**Cell placement**

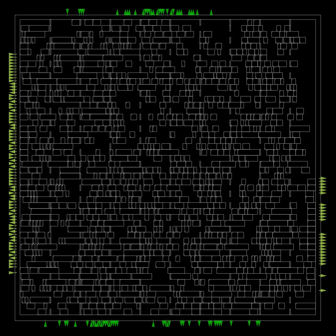
**Close-up of the layout**

Window x 96 to 116, y 96 to 116 um. Cells in grey, sequential cells in the stronger grey; small squares are vias.
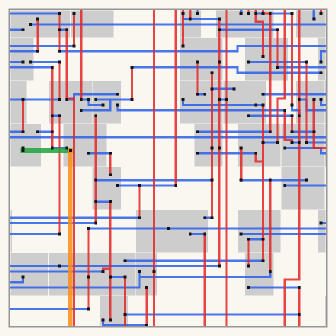
**Cells by drive strength**

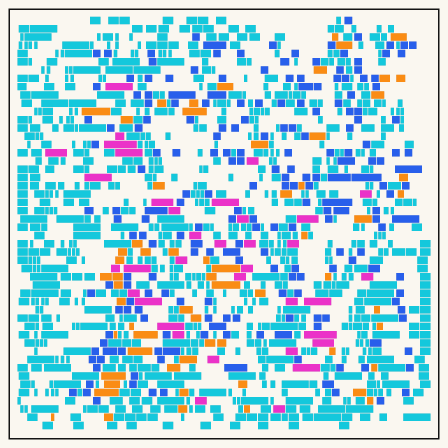
**I/O pins on the die edge**

Bar = 50 um. Pins as bars across the die edge, other pins in grey.
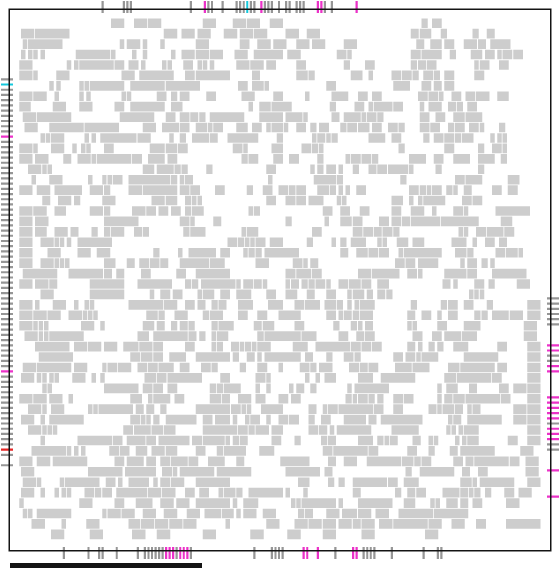
==> src/rtl/fetch_ctrl_pkg.sv <==
// fetch_ctrl_pkg: constants shared by the fetch sequencer, the instruction
// memory and the main control FSM.
//   - IM_BASE_DEF / PC_RESET_DEF / IM_WORDS_DEF : memory map defaults
//   - NPC_*  : next-PC select encodings driven by the controller
//   - ST_*   : fetch sequencer state encoding
//   - addr_legal() : word-aligned and inside instruction memory
package fetch_ctrl_pkg;

    localparam logic [31:0] IM_BASE_DEF  = 32'h0000_3000;
    localparam logic [31:0] PC_RESET_DEF = 32'h0000_3000;
    localparam int          IM_WORDS_DEF = 2048;

    localparam logic [1:0] NPC_HOLD   = 2'b00;
    localparam logic [1:0] NPC_BRANCH = 2'b01;
    localparam logic [1:0] NPC_JUMP   = 2'b10;
    localparam logic [1:0] NPC_JR     = 2'b11;

    localparam logic [1:0] ST_IDLE  = 2'd0;
    localparam logic [1:0] ST_FETCH = 2'd1;
    localparam logic [1:0] ST_DONE  = 2'd2;

    // 33-bit compare so a memory ending at the top of the address space
    // cannot wrap the upper bound.
    function automatic logic addr_legal(input logic [31:0] addr,
                                        input logic [31:0] base,
                                        input int          words);
        logic [32:0] lim;
        lim = {1'b0, base} + (33'(words) << 2);
        return (addr[1:0] == 2'b00) && ({1'b0, addr} >= {1'b0, base})
               && ({1'b0, addr} < lim);
    endfunction

endpackage

==> src/rtl/fetch_ctrl_npc.sv <==
// npc_calc: combinational next-PC target and address legality.
//   pc        in  current PC
//   imm       in  ir[25:0] (branch offset in [15:0], jump index in [25:0])
//   rs_val    in  register value for jump-register
//   npc_sel   in  NPC_* select
//   target    out selected next-PC value
//   target_ok out target is a legal instruction address
//   pc_ok     out current PC is a legal instruction address
module npc_calc
    import fetch_ctrl_pkg::*;
#(
    parameter logic [31:0] IM_BASE  = IM_BASE_DEF,
    parameter int          IM_WORDS = IM_WORDS_DEF
) (
    input  logic [31:0] pc,
    input  logic [25:0] imm,
    input  logic [31:0] rs_val,
    input  logic [1:0]  npc_sel,
    output logic [31:0] target,
    output logic        target_ok,
    output logic        pc_ok
);

    always_comb begin
        target = pc;
        case (npc_sel)
            NPC_BRANCH: target = pc + {{14{imm[15]}}, imm[15:0], 2'b00};
            NPC_JUMP:   target = {pc[31:28], imm, 2'b00};
            NPC_JR:     target = rs_val;
            default:    target = pc;
        endcase
    end

    assign target_ok = addr_legal(target, IM_BASE, IM_WORDS);
    assign pc_ok     = addr_legal(pc, IM_BASE, IM_WORDS);

endmodule

==> src/rtl/fetch_ctrl.sv <==
// fetch_ctrl: instruction-fetch sequencer. Owns pc and ir, drives the
// instruction memory address and handshakes fetches with the control FSM.
//   clk, reset           clock, async active-high reset
//   fetch_req/fetch_done level request in, one-cycle completion pulse out
//   im_pc/im_instr       instruction memory address out, data in
//   ir, pc               instruction register, program counter
//   pc_wr/npc_sel/rs_val next-PC update (taken only in IDLE)
//   fault                sticky illegal-address flag; blocks further fetches
module fetch_ctrl
    import fetch_ctrl_pkg::*;
#(
    parameter logic [31:0] PC_RESET    = PC_RESET_DEF,
    parameter logic [31:0] IM_BASE     = IM_BASE_DEF,
    parameter int          IM_WORDS    = IM_WORDS_DEF,
    parameter int          WAIT_CYCLES = 0
) (
    input  logic        clk,
    input  logic        reset,
    input  logic        fetch_req,
    output logic        fetch_done,
    output logic [31:0] im_pc,
    input  logic [31:0] im_instr,
    output logic [31:0] ir,
    output logic [31:0] pc,
    input  logic        pc_wr,
    input  logic [1:0]  npc_sel,
    input  logic [31:0] rs_val,
    output logic        fault
);

    localparam int CW = (WAIT_CYCLES > 0) ? $clog2(WAIT_CYCLES + 1) : 1;

    logic [1:0]    state;
    logic [CW-1:0] cnt;
    logic [31:0]   target;
    logic          target_ok;
    logic          pc_ok;
    logic          last_wait;

    npc_calc #(
        .IM_BASE  (IM_BASE),
        .IM_WORDS (IM_WORDS)
    ) u_npc (
        .pc        (pc),
        .imm       (ir[25:0]),
        .rs_val    (rs_val),
        .npc_sel   (npc_sel),
        .target    (target),
        .target_ok (target_ok),
        .pc_ok     (pc_ok)
    );

    assign im_pc     = pc;
    assign last_wait = (cnt == CW'(WAIT_CYCLES));

    always_ff @(posedge clk or posedge reset) begin
        if (reset) begin
            state      <= ST_IDLE;
            cnt        <= '0;
            pc         <= PC_RESET;
            ir         <= '0;
            fetch_done <= 1'b0;
            fault      <= 1'b0;
        end else begin
            fetch_done <= 1'b0;
            case (state)
                ST_IDLE: begin
                    // A pc update wins the cycle; a concurrent request is
                    // served next cycle from the new pc.
                    if (pc_wr) begin
                        if (npc_sel != NPC_HOLD) begin
                            if (target_ok) pc    <= target;
                            else           fault <= 1'b1;
                        end
                    end else if (fetch_req && !fault) begin
                        if (pc_ok) begin
                            state <= ST_FETCH;
                            cnt   <= '0;
                        end else begin
                            fault <= 1'b1;
                        end
                    end
                end
                ST_FETCH: begin
                    if (last_wait) begin
                        ir         <= im_instr;
                        pc         <= pc + 32'd4;
                        fetch_done <= 1'b1;
                        state      <= ST_DONE;
                    end else begin
                        cnt <= cnt + 1'b1;
                    end
                end
                default: state <= ST_IDLE;
            endcase
        end
    end

endmodule

==> config.mk <==
export PLATFORM = sky130hd
export DESIGN_NAME = fetch_ctrl
export DESIGN_NICKNAME = d
export VERILOG_FILES = /design/src/rtl/fetch_ctrl_pkg.sv /design/src/rtl/fetch_ctrl_npc.sv /design/src/rtl/fetch_ctrl.sv
export SDC_FILE = /design/constraint.sdc
export NUM_CORES = 1
export LEC_CHECK = 0
export CAP_MARGIN = 20
export CELL_PAD_IN_SITES_DETAIL_PLACEMENT = 0
export CELL_PAD_IN_SITES_GLOBAL_PLACEMENT = 1
export CORE_MARGIN = 2
export CORE_UTILIZATION = 32
export DETAILED_ROUTE_END_ITERATION = 10
export PLACE_DENSITY_LB_ADDON = 0.1
export SYNTH_ARGS = -nofsm -noshare
export SYNTH_HDL_FRONTEND = slang
export SYNTH_SLANG_ARGS = --single-unit
==> constraint.sdc <==
create_clock -name clk -period 3.6 [get_ports clk]
set_clock_uncertainty 0.05 [all_clocks]
set_input_delay 0.9 -clock clk [delete_from_list [all_inputs] [get_ports clk]]
set_output_delay 0.9 -clock clk [all_outputs]
set_load 0.005 [all_outputs]
==> impl_metrics.toml <==
# implementation run metrics
[yosys]
edf_count = 0
top_cells_by_count = "159 x nand2_1, 66 x dfrtp_1, 64 x nor2_1"
ys_seq_share = 0.285
syn-mean-instance-area_um2 = 7.70
ys.flop_type = "dfrtp_1"
yosys_area_um2 = 5990
yosys_cells = 778
synth_top_area_share = 0.276
ys_ff = 68
synth_top_cell_by_count = "nand2_1"
synthArstFlopShare = 1.00
netlist.top_cell.by_area = "dfrtp_1"
syn_nets = 880

[timing]
fmax_mhz = 272
period_minus_slack_ps = 3680
drv_slew = 0
setup_violations = 25
setup_ws_ps = -77.8
worst_slew_pin_slew_ps = 665
hold_ws_ps = 437
hold_violations = 0
relSlewSlack = 0.555

[global_route]
grt_pass1_vias = 7144
top_usage_layer = "met2"
grt_max_degree = 50
antenna_found_initial = 0
use_met2 = 0.442
grt_overflow = 0
globalRouteTotalUtil = 0.259

[worst_setup_path]
rr_startpoint = "im_pc[2]"
slowest_stage = "dfrtp_1"
cp-start-kind = "register"
regToRegSetupSlack_ps = -80
endpoint_kind = "register"
slowest_delay_ps = 390
critPathBufInv = 7

[routing]
routed-wl-met3_mm = 1.22
met2_length_mm = 12.5
remaining_drc_errors = 0
wl_mm = 25.6
num_vias = 7094
antenna_left = 0
drt_iter0_markers = 294
firstDrtPassIters = 5

[floorplan]
die_h_um = 141
n_tap_cell = 234
die-width_um = 141
rows = 50

[clock_tree]
clkSinkCount = 68
cts_buffers = 9
postCtsHoldBufs = 0
cts_buffer_depth = 2
clock_latency_ps = 340
cts_tree = "built"

[hold_path]
hp-class = "register to register"
hold_start = "ir[31]"

[finish]
final_area_um2 = 9970
sh_comb_area = 0.420
drive_above_1_share = 0.280
final-clk-cell-share = 0.0325
inverters = 23
clock_buffer_count = 9
final_net_count = 1208
nNonClkBuffers = 378
largest_class = "multi-input combinational cells"
area_delta_synth_final_pct = 66.5

[pwr]
seq_power_share = 0.371
p_total_w = 0.00208
p_int_w = 0.00155
leakagePower_nw = 4.21
swShare = 0.253
powerSeq_w = 0.000773
p_comb_frac = 0.151
vdd_drop_max_mv = 0.204

[outcome]
status = "finished with violations"
violations = "setup timing"

[placement]
dp.cells = 1302

[flow_run]
max_cap_violations = 0
Back to the opening pictures, 'cell placement':
Placeable Area: 18500 um^2
fin util: 0.539

Back to the opening pictures, 'close-up of the layout':
[green] metal 3
[orange] metal 4
[red] metal 2
[blue] metal 1
cells with their middle in the window: 26
sequential cells in the window: 0
most frequent: buf_4 (9), a21oi_1 (5), nand2_1 (2)

Back to the opening pictures, 'cells by drive strength':
[orange] _2 cells | cells: 62 | share: 5.6%
[magenta] _6 and larger | cells: 36 | share: 3.2%
[blue] _3 and _4 cells | cells: 213 | share: 19%
[cyan] _0 and _1 cells | cells: 800 | share: 72%

Back to the opening pictures, 'I/O pins on the die edge':
[red] `clk` | pins: 1 | direction: input | edge: left
[cyan] `npc_sel` | pins: 2 | direction: input | edge: 1 left, 1 top
[magenta] `im_pc` | pins: 32 | direction: output | edge: 14 right, 11 bottom, 5 top, 2 left

-- worst paths after layout --
path	end	depth (start not counted)
max in group asynchronous	im_pc[13]	3
worst min-delay path	ir[31]	2
worst max-delay path	im_pc[26]	20
min in group asynchronous	ir[26]	2
worst max register to register	im_pc[26]	20
worst min register to register	ir[31]	2
-- cell families after synthesis --
family | Yosys count | share of synthesized area
flip-flops | 68 | 0.285
multiplexers | 21 | 0.0445
XOR/XNOR | 29 | 0.0424
adder cells (fa/ha/maj) | 32 | 0.0681
AND-OR/OR-AND | 176 | 0.192
buffers and inverters | 85 | 0.0760
AND/OR/NAND/NOR | 367 | 0.293
-- timing repair --
item                                    4_1_cts  5_1_grt
resized                                      67       30
pin swaps                                    33       21
buffers inserted                             19        8
endpoints found under the setup margin       33       33
cloned                                        1        0
